--- src/rtl/pifo_reg_sorter_pkg.sv ---
// Shared definitions for the register-based PIFO sorter: default field widths,
// entry packing order and the per-cycle update operation applied to every cell.
package pifo_reg_sorter_pkg;

  localparam int unsigned PIFO_RANK_WIDTH = 16;
  localparam int unsigned PIFO_META_WIDTH = 16;

  // Update applied to the whole array in a given cycle.
  typedef enum logic [1:0] {
    OP_IDLE = 2'b00,
    OP_INS  = 2'b01,
    OP_DEQ  = 2'b10,
    OP_SWAP = 2'b11
  } pifo_op_e;

  // Entries travel as {rank, meta}, matching the rank pipe.
  function automatic logic [PIFO_RANK_WIDTH+PIFO_META_WIDTH-1:0] pifo_pack(
    input logic [PIFO_RANK_WIDTH-1:0] rank,
    input logic [PIFO_META_WIDTH-1:0] meta
  );
    return {rank, meta};
  endfunction

endpackage

--- src/rtl/pifo_reg_cell.sv ---
// One slot of the shift-sorted PIFO: selects this slot's next entry from its
// own value, its neighbours, or the incoming entry, based on the thermometer.
module pifo_reg_cell
  import pifo_reg_sorter_pkg::*;
#(
  parameter int unsigned RANK_WIDTH = PIFO_RANK_WIDTH,
  parameter int unsigned META_WIDTH = PIFO_META_WIDTH,
  parameter bit          IS_HEAD    = 1'b0
) (
  input  pifo_op_e              i_op,
  input  logic                  i_own_valid,
  input  logic [RANK_WIDTH-1:0] i_own_rank,
  input  logic [META_WIDTH-1:0] i_own_meta,
  input  logic                  i_below_valid,
  input  logic [RANK_WIDTH-1:0] i_below_rank,
  input  logic [META_WIDTH-1:0] i_below_meta,
  input  logic                  i_above_valid,
  input  logic [RANK_WIDTH-1:0] i_above_rank,
  input  logic [META_WIDTH-1:0] i_above_meta,
  input  logic [RANK_WIDTH-1:0] i_new_rank,
  input  logic [META_WIDTH-1:0] i_new_meta,
  input  logic                  i_thr_below,
  input  logic                  i_thr_own,
  input  logic                  i_thr_above,
  output logic                  o_valid,
  output logic [RANK_WIDTH-1:0] o_rank,
  output logic [META_WIDTH-1:0] o_meta
);

  // Next-state selection for this slot.
  always_comb begin
    o_valid = i_own_valid;
    o_rank  = i_own_rank;
    o_meta  = i_own_meta;
    unique case (i_op)
      OP_INS: begin
        if (!i_thr_own) begin
          if (i_thr_below) begin
            o_valid = 1'b1;
            o_rank  = i_new_rank;
            o_meta  = i_new_meta;
          end else begin
            o_valid = i_below_valid;
            o_rank  = i_below_rank;
            o_meta  = i_below_meta;
          end
        end
      end
      OP_DEQ: begin
        o_valid = i_above_valid;
        o_rank  = i_above_rank;
        o_meta  = i_above_meta;
      end
      OP_SWAP: begin
        // Shift-down and shift-up cancel for entries above the insert point,
        // so they keep their own value; the head slot ignores its own thermometer
        // bit because the head entry is leaving.
        if (i_thr_above) begin
          o_valid = i_above_valid;
          o_rank  = i_above_rank;
          o_meta  = i_above_meta;
        end else if (i_thr_own || IS_HEAD) begin
          o_valid = 1'b1;
          o_rank  = i_new_rank;
          o_meta  = i_new_meta;
        end
      end
      default: ;
    endcase
  end

endmodule

--- src/rtl/pifo_reg_sorter.sv ---
// Register-based shift-sorted PIFO: keeps up to DEPTH {rank, meta} entries in
// ascending rank order (FIFO among equal ranks) and exposes the minimum at head.
module pifo_reg_sorter
  import pifo_reg_sorter_pkg::*;
#(
  parameter int unsigned RANK_WIDTH = PIFO_RANK_WIDTH,
  parameter int unsigned META_WIDTH = PIFO_META_WIDTH,
  parameter int unsigned DEPTH      = 16,
  parameter int unsigned L2_DEPTH   = 4
) (
  input  logic                  clk,
  input  logic                  rstn,
  input  logic                  up_valid,
  input  logic [RANK_WIDTH-1:0] up_rank,
  input  logic [META_WIDTH-1:0] up_meta,
  output logic                  up_remove,
  input  logic                  deq_req,
  output logic                  deq_valid,
  output logic [RANK_WIDTH-1:0] deq_rank,
  output logic [META_WIDTH-1:0] deq_meta,
  output logic [L2_DEPTH:0]     count,
  output logic                  full
);

  logic                  r_valid [DEPTH];
  logic [RANK_WIDTH-1:0] r_rank  [DEPTH];
  logic [META_WIDTH-1:0] r_meta  [DEPTH];
  logic [L2_DEPTH:0]     r_count;

  logic                  w_valid_x [DEPTH+2];
  logic [RANK_WIDTH-1:0] w_rank_x  [DEPTH+2];
  logic [META_WIDTH-1:0] w_meta_x  [DEPTH+2];
  logic [DEPTH-1:0]      w_thr;
  logic [DEPTH+1:0]      w_thr_x;

  logic                  w_nxt_valid [DEPTH];
  logic [RANK_WIDTH-1:0] w_nxt_rank  [DEPTH];
  logic [META_WIDTH-1:0] w_nxt_meta  [DEPTH];

  logic     w_full;
  logic     w_deq_fire;
  logic     w_ins_fire;
  pifo_op_e w_op;

  assign w_full     = (r_count == (L2_DEPTH+1)'(DEPTH));
  assign w_deq_fire = deq_req & r_valid[0];
  assign w_ins_fire = rstn & up_valid & (~w_full | w_deq_fire);

  assign up_remove = w_ins_fire;
  assign deq_valid = r_valid[0];
  assign deq_rank  = r_rank[0];
  assign deq_meta  = r_meta[0];
  assign count     = r_count;
  assign full      = w_full;

  // Array-wide operation for this cycle.
  always_comb begin
    w_op = OP_IDLE;
    unique case ({w_deq_fire, w_ins_fire})
      2'b01:   w_op = OP_INS;
      2'b10:   w_op = OP_DEQ;
      2'b11:   w_op = OP_SWAP;
      default: w_op = OP_IDLE;
    endcase
  end

  // Padded views so every cell has a below/above neighbour; the sentinel
  // thermometer bits make slot 0 an insert point and the top slot never shift.
  assign w_valid_x[0]       = 1'b0;
  assign w_rank_x[0]        = '0;
  assign w_meta_x[0]        = '0;
  assign w_valid_x[DEPTH+1] = 1'b0;
  assign w_rank_x[DEPTH+1]  = '0;
  assign w_meta_x[DEPTH+1]  = '0;
  assign w_thr_x            = {1'b0, w_thr, 1'b1};

  for (genvar g = 0; g < DEPTH; g++) begin : g_cell
    assign w_valid_x[g+1] = r_valid[g];
    assign w_rank_x[g+1]  = r_rank[g];
    assign w_meta_x[g+1]  = r_meta[g];
    assign w_thr[g]       = r_valid[g] & (r_rank[g] <= up_rank);

    pifo_reg_cell #(
      .RANK_WIDTH (RANK_WIDTH),
      .META_WIDTH (META_WIDTH),
      .IS_HEAD    (g == 0)
    ) u_cell (
      .i_op          (w_op),
      .i_own_valid   (w_valid_x[g+1]),
      .i_own_rank    (w_rank_x[g+1]),
      .i_own_meta    (w_meta_x[g+1]),
      .i_below_valid (w_valid_x[g]),
      .i_below_rank  (w_rank_x[g]),
      .i_below_meta  (w_meta_x[g]),
      .i_above_valid (w_valid_x[g+2]),
      .i_above_rank  (w_rank_x[g+2]),
      .i_above_meta  (w_meta_x[g+2]),
      .i_new_rank    (up_rank),
      .i_new_meta    (up_meta),
      .i_thr_below   (w_thr_x[g]),
      .i_thr_own     (w_thr_x[g+1]),
      .i_thr_above   (w_thr_x[g+2]),
      .o_valid       (w_nxt_valid[g]),
      .o_rank        (w_nxt_rank[g]),
      .o_meta        (w_nxt_meta[g])
    );
  end

  // Entry storage: load every slot's next state each cycle.
  always_ff @(posedge clk or negedge rstn) begin
    if (!rstn) begin
      for (int unsigned i = 0; i < DEPTH; i++) begin
        r_valid[i] <= 1'b0;
        r_rank[i]  <= '0;
        r_meta[i]  <= '0;
      end
    end else begin
      for (int unsigned i = 0; i < DEPTH; i++) begin
        r_valid[i] <= w_nxt_valid[i];
        r_rank[i]  <= w_nxt_rank[i];
        r_meta[i]  <= w_nxt_meta[i];
      end
    end
  end

  // Occupancy: moves only when exactly one of insert/dequeue fires.
  always_ff @(posedge clk or negedge rstn) begin
    if (!rstn) begin
      r_count <= '0;
    end else if (w_ins_fire && !w_deq_fire) begin
      r_count <= r_count + 1'b1;
    end else if (!w_ins_fire && w_deq_fire) begin
      r_count <= r_count - 1'b1;
    end
  end

endmodule

--- config.mk ---
export PLATFORM = sky130hd
export DESIGN_NAME = pifo_reg_sorter
export DESIGN_NICKNAME = d
export VERILOG_FILES = /design/src/rtl/pifo_reg_sorter_pkg.sv /design/src/rtl/pifo_reg_cell.sv /design/src/rtl/pifo_reg_sorter.sv
export SDC_FILE = /design/constraint.sdc
export NUM_CORES = 2
export LEC_CHECK = 0
export CELL_PAD_IN_SITES_DETAIL_PLACEMENT = 1
export CELL_PAD_IN_SITES_GLOBAL_PLACEMENT = 1
export CORE_MARGIN = 1
export CORE_UTILIZATION = 53
export DETAILED_ROUTE_END_ITERATION = 10
export PLACE_DENSITY_LB_ADDON = 0.12
export SETUP_SLACK_MARGIN = 0.3
export SLEW_MARGIN = 20
export SYNTH_ARGS = -nofsm -noshare
export SYNTH_HDL_FRONTEND = slang
export SYNTH_SLANG_ARGS = --single-unit
--- constraint.sdc ---
create_clock -name clk -period 8.26 [get_ports clk]
set_input_delay 1.652 -clock clk [delete_from_list [all_inputs] [get_ports clk]]
set_output_delay 1.652 -clock clk [all_outputs]
set_load 0.005 [all_outputs]
==> impl_metrics.toml <==
# implementation run metrics
[route]
ant_nets = 0
route.detailed.drc = 0

[setup_path]
critPathSlowestCell = "clkinv_1"
critical_path.cell_chain = "clkdlybuf4s50_1 -> clkinv_1 -> buf_4 -> ha_1 -> nand4_1 -> nor4_1 -> o21ai_0 -> a31oi_4 -> buf_4 -> nand2_1 -> o221ai_1"
worst_ep_arrival_time_ns = 7.17
worst-r2r-setup-slack_ns = 2.89
setup.worst_path.end_class = "flip-flop"
start_kind = "primary input"
cp-startpoint = "up_rank[12]"

[floorplanning]
floorplan.core_util_pct = 53.93
dieHeight_um = 270.1
core.rowCount = 97

[synthesis]
ys_seq_share_pct = 35.01
synth_largest_type_area_fraction_pct = 35.01
synthFlopType = "dfrtp_1"
ys_ff = 533
synthesized_instance_count = 4443

[power_and_ir_drop]
tot_pwr_w = 0.01941
leakagePower_nw = 18.08

[global_route]
grt_antenna_before_repair = 10
grt-ovfl-total = 0
first_pass_grt_wire_length_um = 266000

[place]
pre_cts_slack_ns = 1.477
hpwl_um = 119300
gp_congestion = 0.9789

[status]
outcome = "completed"

[clocking]
cts.htree.levels = 3
ctsLongestPathBuffers = 3
cts.reportedPaths.clkPinSlew_ns = 0.06

[finish]
logic_gate_count = 3455
final.clkbuf_count = 94
finalNonFillerCells = 5336
n_antenna_cell = 7
area.share.sequential_pct = 31.77

[final_timing]
setup_viol = 0
worst_slew_margin_rel_pct = 21.25

[run]
openroad.warnings = 40

[worst_hold_path]
timing.hold.worst.class = "flip-flop to flip-flop"
cells in the final DEF (no fill, tap or decap), drive strengths merged, types with 14 or more instances in the layout:
cell type      instances
a221o                 32
a22oi                 24
nand3                 78
nand2                453
o22ai                142
a211o                 15
nand4                 41
a31oi                 52
nor3                  76
nand2b                18
mux2i                322
a22o                  25
o211ai                50
ha                   262
a21oi                468
o221ai               166
inv                   75
dfrtp                533
and2                  29
o21ai                295
clkbuf                95
o32ai                 16
and3                  17
a222oi                28
a21o                  54
nor4                  14
o22a                  14
nor2                 447
nor2b                 27
a211oi                84
mux2                  29
clkdlybuf4s50         73
a221oi                29
buf                  136
flip-flops by register name, indices dropped and copies added (netlist names):
name       cells
r_rank       240
count          5
r_valid       15
deq_meta      16
deq_valid      1
deq_rank      16
r_meta       240
power by group:
group / switching (W) / internal, W
Combinational: 0.00651 / 0.00397
Clock: 0.00129 / 0.00175
Sequential: 0.00199 / 0.00391
worst register-to-register path, stage by stage (launching register included):
cell	delay [ns]
dfrtp_1	0.61
and2_2	0.22
buf_4	0.39
inv_4	0.38
nand2_1	0.22
nand2_1	0.12
ha_4	0.38
inv_4	0.78
nand2_1	0.75
nor2_1	0.77
a21boi_2	0.30
o221a_2	0.32
cells by family (layout without fill, tap and decap cells):
kind of cell	Yosys count	in the layout	synth area share, %
AND-OR/OR-AND	1598	1598	27.83
XOR/XNOR	5	5	0.1149
adder cells (fa/ha/maj)	263	263	8.657
buffers and inverters	455	401	4.907
flip-flops	533	533	35.01
multiplexers	351	351	9.318
other	0	7	0
AND/OR/NAND/NOR	1238	1238	14.16
routing by layer:
layer	up-vias	routed length (um)	global-route usage [%]
li1	16580	-	-
met1	20190	69780	65.53
met2	2860	71930	66.66
met3	631	24560	15.66
met4	16	11830	28.05
met5	-	124	0
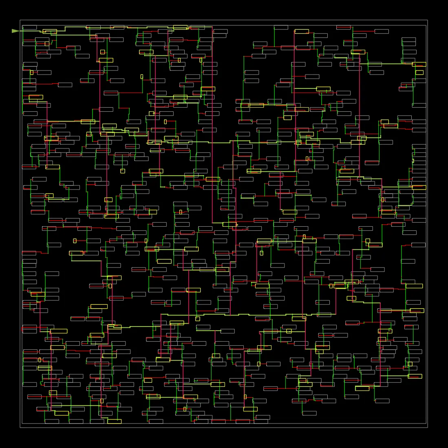
*Clock wiring as the flow saved it*
Worst-Skew Late Latency: 0.65 ns
TritonCTS buffer count: 67
number of sequential storage elements: 533

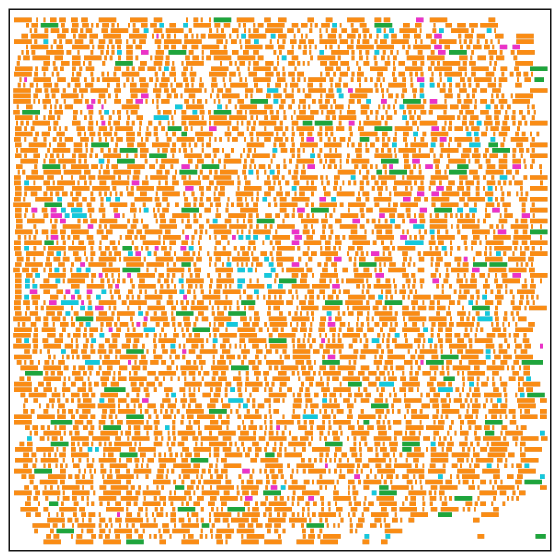
*Cell sizes after repair*
legend:
  drive 1 or less:
    colour: orange
    cells: 4,028
    share: 92%
    most_used: dfrtp_1
  drive 2:
    colour: magenta
    cells: 102
    share: 2.3%
    most_used: mux2_2
  drive 6 and up:
    colour: green
    cells: 97
    share: 2.2%
    most_used: clkbuf_16
  drive 3 to 4:
    colour: cyan
    cells: 162
    share: 3.7%
    most_used: buf_4
design area: 41,980 um^2
count of buffers not belonging to the clock network in the layout: 210
area overhead of the layout relative to synthesis: 10.20%
worst path setup slack after routing: 1.600 ns

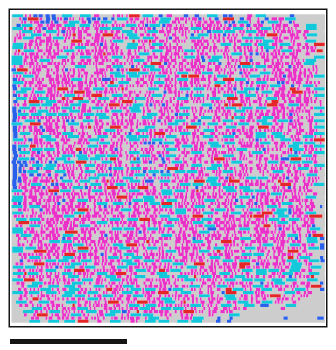
*Cells coloured by class*
Scale bar: 100 um. Fill, decap, tap and diode cells in grey.
legend:
  flip-flops:
    colour: cyan
    cells: 533
  clock drivers and dummy loads:
    colour: red
    cells: 116
  all other logic:
    colour: magenta
    cells: 3,530
  other buffers and delay cells:
    colour: blue
    cells: 210

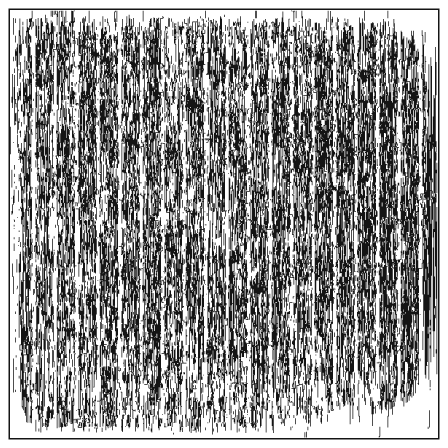
*M2 wires*
longest straight run: 105 um
share of all routed wire: 40%
wire length on this layer: 71.9 mm
main direction: vertical
GR Util met2: 66.66%
Post-Route WL: 178,200 um
total number of vias: 40,270

No activity file was given, so power comes from the tool's default toggle rates.
